Design multibyte_add_seq, sky130hd; sources not shown.
Figure 1. Gate-type map.
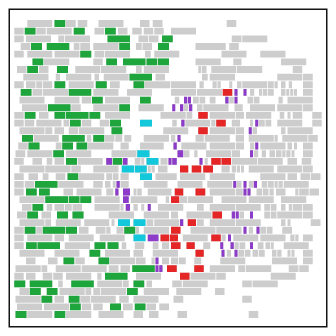
color	family	cells
purple	NAND gates	49
red	AND-OR and OR-AND gates	24
cyan	adder and majority cells	9
green	multiplexers	82
Finished Layout Cells: 766
Commonest Layout Cell: dfrtp_1
combinational fraction of the cell area: 32.1%

Figure 2. Signal wires on met3.
Scale bar: 20 um.
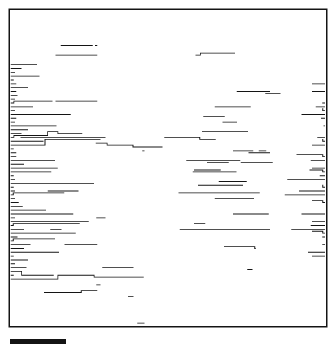
main direction	horizontal
share of all routed wire	8.4%
nets with wire on the layer	107
met3 Use GR: 8.32%
final wirelength: 13.6 mm
via count: 4323

Figure 3. Sequential cells grouped by signal name.
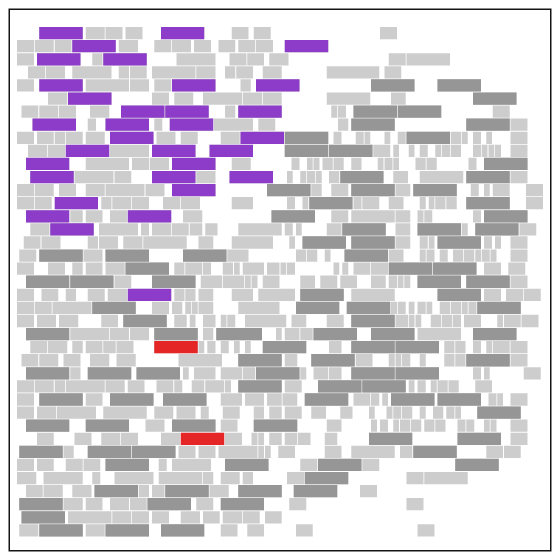
color	signal	placed flops
purple	`b_q`	32
red	`state_q`	2
final core occ: 69.2%

==> impl_metrics.csv <==
group,metric,value,unit
worst_setup_path,cp.arrival,3.17,ns
outcome,status,"finished, violations left",
floorplan,io_pins,129,
clock_network,cts_buffers,17,
clock_network,clkSinkCount,135,
grt,grt.busiest_layer,"met2",
timing,finalHoldViolCount,0,
final_layout,diodes,0,
grt,globalRouteTotalUtil,23.9,%
floorplan,die_w,112,um
place,io_buffers,128,
floorplan,die-area,12600,um2
timing,setup_viol,0,
clock_network,path_clk_slew,0.06,ns
flow_run,drv_cap,0,
floorplan,rows,39,
final_layout,final-comb-area,2580,um2
logic_synthesis,synth_area,6200,um2
place,place_ws,1.70,ns
worst_setup_path,max_stage_delay,1.14,ns
logic_synthesis,enable_flop_cells,0,
final_layout,fillCellCount,865,
worst_setup_path,path_cells,"inv_1 -> ha_1 -> and2_1 -> clkdlybuf4s50_1",
final_layout,nNetsFinal,696,
logic_synthesis,synthCells,497,
final_layout,drive_gt1_share,20.4,%
logic_synthesis,yosys_warnings,0,
timing,tns,0,ns
timing,max_freq,273,MHz
clock_network,htreeDepth,4,
logic_synthesis,most_common_cell,"dfrtp_1",
clock_network,hold_buffers,0,
grt,use_met1,30.6,%
logic_synthesis,synth_cell_types,36,
place,dpl_cell_area,7490,um2
timing,worstMarginPinSlew,1.06,ns
route,drcViolationCount,7,
route,ant_nets,0,
outcome,violations,"DRC",
flow_run,warning_count,33,
timing,drv_slew,0,
worst_setup_path,end_kind,"output pin",
place,dp.cells,734,
floorplan,fp_util,53.4,%
final_layout,flop_area,3380,um2
worst_setup_path,cp_top_family,"buffers and inverters",
timing,rsz0062_at_grt,"no",
logic_synthesis,synthTopCellsByCount,"135 x dfrtp_1, 65 x mux2_2, 42 x nand2_1",
worst_setup_path,r2r_slack,1.92,ns
logic_synthesis,numSynthFlops,135,
timing,period_used_share,74.7,%
grt,grt-ovfl-total,0,
logic_synthesis,synth_area_per_cell,12.5,um2
timing,slew_headroom,29.4,%
logic_synthesis,syn_nets,583,
grt,grt_first_pass_wirelength,23.1,mm
worst_setup_path,cp_num_buf_inv,2,
logic_synthesis,topCellsByArea,"dfrtp_1 55%, mux2_2 12%, mux4_2 5.8%",
clock_network,clock_path_buffers,2,
hold_path,min_path_type,"input pin to asynchronous set/reset pin",
worst_setup_path,path_depth,4,
timing,holdWs,0.426,ns
floorplan,die_h,112,um
timing,fin_crit,3.66,ns
route,avgRoutedWirePerCell,17.7,um
floorplan,coreArea,11600,um2
grt,gr-usage-met2,37.1,%
clock_network,cts_root_buf,"clkbuf_16",
logic_synthesis,synth_top_area_share,54.5,%
timing,finalWorstSetupSlack,1.24,ns
worst_setup_path,worstRegToRegCells,7,
worst_setup_path,cp_slowest_cell,"clkdlybuf4s50_1",
route,drt_first_iter_violations,279,
timing,finClkSkew,0.00630,ns
logic_synthesis,ys_cells,497,
final_layout,fin_area,8040,um2
clock_network,cts_tree,"built",
clock_network,post_cts_resized,0,
-- placed cells by master (no fill, tap or decap), types with 9 or more instances in the layout --
cell type / Yosys / routed
nor2_1: 29 / 29
mux2_2: 65 / 65
ha_1: 9 / 9
and2_1: 17 / 17
a21oi_1: 25 / 25
clkdlybuf4s50_1: 0 / 128
clkbuf_16: 0 / 17
dfrtp_1: 135 / 134
nor2b_1: 18 / 18
o21ai_0: 12 / 12
a31oi_1: 17 / 17
nand2_1: 42 / 41
mux4_2: 16 / 16
nor3b_1: 9 / 9
-- cells by family after synthesis --
family	count (synthesis)	share of synthesized area [%]
buf+inv	48	3.90
flops	135	54.5
mux	82	17.8
compound gates	94	10.4
simple gates	129	11.6
fa+ha+maj	9	1.82
-- area by class of cell --
class	count	area share (%)
sequential	135	42.1
timing repair buffer	133	16.4
inverter	9	0.452
tap	143	2.23
clock buffer	18	5.34
clock inverter	14	1.39
multi-input combinational	314	32.1
-- routing by layer --
layer | wire [um] | vias up | share of wire [%]
li1 | - | 2016 | -
met1 | 5650 | 2125 | 42
met2 | 6540 | 162 | 48
met3 | 1140 | 20 | 8.4
met4 | 265 | 0 | 2.0
met5 | 0 | - | 0
